File: src/rtl/conv_scan_sequencer.sv
// Scan sequencer for the convolution datapath: walks row x kernel-tap x pixel
// and issues counter advance strobes plus the wrap shifter's one-hot control.
module conv_scan_sequencer #(
    parameter int PIX_PER_ROW = 8,
    parameter int ROWS        = 9,
    parameter int KERNEL      = 3,
    localparam int PIX_W      = (PIX_PER_ROW > 1) ? $clog2(PIX_PER_ROW) : 1,
    localparam int ROW_W      = (ROWS > 1) ? $clog2(ROWS) : 1
) (
    input  logic             Phi1,
    input  logic             Reset_s1_n,
    input  logic             start_s1,
    input  logic             stall_s1,
    input  logic             abort_s1,
    output logic             busy_s1,
    output logic             done_s1,
    output logic             cnt_reset_s1,
    output logic             pix_adv_s1,
    output logic             kern_adv_s1,
    output logic             wl_adv_s1,
    output logic             mem_adv_s1,
    output logic [2:0]       shiftctl_s1,
    output logic [PIX_W-1:0] pix_idx_s1,
    output logic [1:0]       kern_idx_s1,
    output logic [ROW_W-1:0] row_idx_s1
);

    typedef enum logic [1:0] {
        IDLE  = 2'd0,
        CLEAR = 2'd1,
        RUN   = 2'd2,
        DONE  = 2'd3
    } state_t;

    localparam logic [PIX_W-1:0] PIX_LAST  = PIX_W'(PIX_PER_ROW - 1);
    localparam logic [1:0]       KERN_LAST = 2'(KERNEL - 1);
    localparam logic [ROW_W-1:0] ROW_LAST  = ROW_W'(ROWS - 1);

    state_t           state, state_next;
    logic [PIX_W-1:0] pix, pix_next;
    logic [1:0]       kern, kern_next;
    logic [ROW_W-1:0] row, row_next;
    logic             pix_last, kern_last, row_last;

    always_ff @(posedge Phi1 or negedge Reset_s1_n) begin
        if (!Reset_s1_n) begin
            state <= IDLE;
            pix   <= '0;
            kern  <= '0;
            row   <= '0;
        end else begin
            state <= state_next;
            pix   <= pix_next;
            kern  <= kern_next;
            row   <= row_next;
        end
    end

    assign pix_last  = (pix == PIX_LAST);
    assign kern_last = (kern == KERN_LAST);
    assign row_last  = (row == ROW_LAST);

    // Strobes decode from the registered state, so reset forces them low at once.
    always_comb begin
        state_next   = state;
        pix_next     = pix;
        kern_next    = kern;
        row_next     = row;
        busy_s1      = 1'b0;
        done_s1      = 1'b0;
        cnt_reset_s1 = 1'b0;
        pix_adv_s1   = 1'b0;
        kern_adv_s1  = 1'b0;
        wl_adv_s1    = 1'b0;
        mem_adv_s1   = 1'b0;
        case (state)
            IDLE: begin
                if (start_s1) begin
                    state_next = CLEAR;
                    pix_next   = '0;
                    kern_next  = '0;
                    row_next   = '0;
                end
            end
            CLEAR: begin
                busy_s1      = 1'b1;
                cnt_reset_s1 = 1'b1;
                state_next   = abort_s1 ? IDLE : RUN;
            end
            RUN: begin
                busy_s1     = 1'b1;
                pix_adv_s1  = ~stall_s1 & ~abort_s1;
                kern_adv_s1 = pix_adv_s1 & pix_last;
                wl_adv_s1   = kern_adv_s1 & kern_last;
                mem_adv_s1  = wl_adv_s1;
                if (abort_s1) begin
                    state_next = IDLE;
                end else if (!stall_s1) begin
                    if (!pix_last) begin
                        pix_next = pix + PIX_W'(1);
                    end else if (!kern_last) begin
                        pix_next  = '0;
                        kern_next = kern + 2'd1;
                    end else if (!row_last) begin
                        pix_next  = '0;
                        kern_next = '0;
                        row_next  = row + ROW_W'(1);
                    end else begin
                        state_next = DONE;
                    end
                end
            end
            DONE: begin
                done_s1    = 1'b1;
                state_next = IDLE;
            end
            default: state_next = IDLE;
        endcase
    end

    always_comb begin
        case (kern)
            2'd1:    shiftctl_s1 = 3'b010;
            2'd2:    shiftctl_s1 = 3'b001;
            default: shiftctl_s1 = 3'b100;
        endcase
    end

    assign pix_idx_s1  = pix;
    assign kern_idx_s1 = kern;
    assign row_idx_s1  = row;

endmodule

File: config.mk
export PLATFORM = sky130hd
export DESIGN_NAME = conv_scan_sequencer
export DESIGN_NICKNAME = d
export VERILOG_FILES = /design/src/rtl/conv_scan_sequencer.sv
export SDC_FILE = /design/constraint.sdc
export NUM_CORES = 1
export LEC_CHECK = 0
export CELL_PAD_IN_SITES_DETAIL_PLACEMENT = 2
export CELL_PAD_IN_SITES_GLOBAL_PLACEMENT = 2
export CORE_MARGIN = 2
export CORE_UTILIZATION = 36
export CTS_CLUSTER_DIAMETER = 120
export DETAILED_ROUTE_END_ITERATION = 8
export DONT_BUFFER_PORTS = 1
export GPL_TIMING_DRIVEN = 0
export PLACE_DENSITY = 0.86
export SYNTH_ARGS = -nofsm -noshare
export SYNTH_HDL_FRONTEND = slang
export SYNTH_SLANG_ARGS = --single-unit
File: constraint.sdc
create_clock -name Phi1 -period 2.3 [get_ports Phi1]
set_clock_uncertainty 0.15 [all_clocks]
set_input_delay 0.46 -clock Phi1 [delete_from_list [all_inputs] [get_ports Phi1]]
set_output_delay 0.46 -clock Phi1 [all_outputs]
set_load 0.03 [all_outputs]
Figure 1. Signal wires on met1.
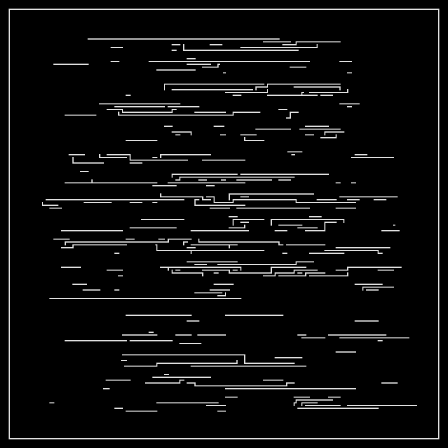
- share of all routed wire: 43%
- nets with wire on the layer: 97
- wire length on this layer: 937 um
- main direction: horizontal

Figure 2. Metal 2.
Scale bar: 20 um.
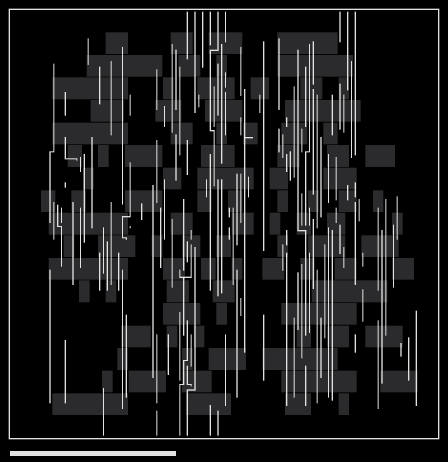
- main direction: vertical
- share of all routed wire: 53%
- longest straight run: 31.6 um
- wire length on this layer: 1160 um
- nets with wire on the layer: 97

Figure 3. Met3 routing.
Scale bar: 20 um.
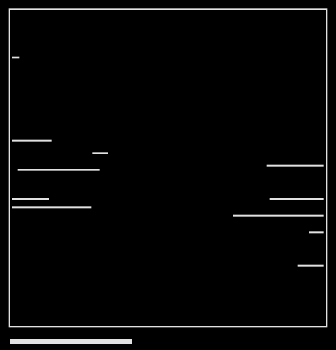
- nets with wire on the layer: 10
- main direction: horizontal
- share of all routed wire: 3.6%
- longest straight run: 14.5 um

Figure 4. Routing congestion map.
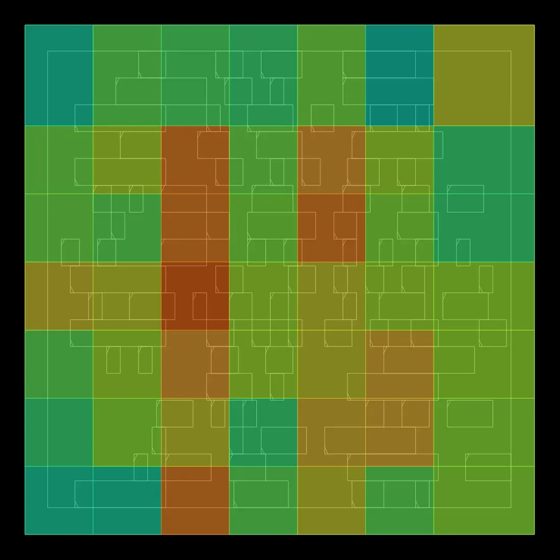
Top Usage Layer GRT: met2
Total GRT Usage: 0.1929
met1 Usage GRT: 0.2210

==> flow_metrics.py <==
# Generated from Yosys and OpenROAD reports
metrics = {
    "place": {
        "gp_congestion": 0.7407,
        "dp_slack_ns": -0.08803,
        "dp_hpwl_um": 1553,
    },
    "yosys": {
        "seq_area_frac_synth": 0.3374,
        "yosysUniqueCellTypes": 31,
        "xor_share": 0,
        "ys_sh_mux": 0.05215,
        "top_cell": "ha_1",
        "syn-mean-instance-area_um2": 9.486,
        "yosys.area_share.simple": 0.2224,
        "syn_area_um2": 815.8,
        "synthTopCellsByCount": "14 x ha_1, 11 x dfrtp_1, 10 x inv_1, 10 x nand2_1",
        "synth-cells-yosys": 86,
        "ys_sh_aoi": 0.1135,
        "largest_area_cell": "dfrtp_1",
        "synthArstFlopShare": 1.000,
    },
    "finish": {
        "flop-count": 11,
        "regArea_um2": 277.8,
        "drive_gt1_frac": 0.2000,
        "postLayoutCoreUtil": 0.4383,
        "comb-cell-share": 0.5461,
        "comb_area_um2": 519.2,
        "seq_share": 0.2921,
        "largest_cell_class": "combinational gates",
        "layout_top_cell": "ha_1",
        "diodes": 0,
        "syn_to_final_growth_pct": 16.56,
        "nClkBuffers": 4,
        "fin_area_um2": 950.9,
        "bufAreaShareNonClock": 0.05789,
        "final_net_count": 115,
        "nFillCells": 247,
        "stdcell_count": 123,
    },
    "worst_setup_path": {
        "r2r-end": "state[1]",
        "r2r_cells": 6,
        "cpPeakStageDelay_ns": 0.41,
        "critPathLaunchType": "flip-flop",
        "critPathTopFamily": "simple AND/OR/NAND/NOR gates",
        "critPathSlowestCell": "dfrtp_1",
        "worst-setup-path-type": "reg -> out",
        "startpoint": "state[0]",
        "arrival_ns": 1.82,
    },
    "global_route": {
        "antenna_found_initial": 0,
        "grt_overflow_total": 0,
        "use_met3": 0.03161,
        "grt_start_max_net_pins": 12,
        "met2_usage": 0.3462,
    },
    "clock_network": {
        "cts_tree": "built",
        "cts_setup_buffers": 2,
        "ctsHoldBuffers": 1,
        "cts_inserted_buffers": 3,
        "insertion_delay_ns": 0.27,
        "clk_pin_slew_ns": 0.07,
        "clock_path_buffers": 2,
        "cts_resized": 6,
        "cts_num_sinks": 11,
    },
    "floorplan": {
        "initCoreUtil": 0.3760,
        "placementRows": 17,
        "tap_cells": 28,
        "die_x_um": 51.61,
        "ioPinCount": 24,
    },
    "route": {
        "drc": 0,
        "met2_length_um": 1156,
        "wirelength_um": 2191,
        "met3_length_um": 78,
        "avgViaCountPerCell": 5.374,
        "ant_nets": 0,
        "m1WireLength_um": 937,
        "routedWlPerCell_um": 17.81,
    },
    "timing": {
        "rsz0062_at_grt": "yes",
        "setup_tns_ns": -0.1253,
        "whs_ns": 0.2855,
        "finalCriticalPeriod_ns": 2.425,
        "worst_slack_ns": -0.1253,
        "finalCritPeriodShare": 1.054,
        "finalSetupViolCount": 1,
    },
    "power": {
        "power_frac_comb": 0.527,
        "p_sw_uw": 407.0,
        "power-top-group": "combinational cells",
        "p_seq_frac": 0.319,
        "p_sw_frac": 0.4721,
        "powerClk_uw": 133,
        "power_density_nw_per_um2": 906.7,
        "pg_comb_uw": 454,
    },
    "status": {
        "status": "finished, violations left",
        "violations": "setup timing",
    },
    "worst_hold_path": {
        "hold_path_class": "in -> reg",
        "holdPathEnd": "pix_idx_s1[0]",
        "min_from": "stall_s1",
    },
    "job": {
        "tool_warnings": 37,
    },
}
Power and IR drop assume default switching activity.
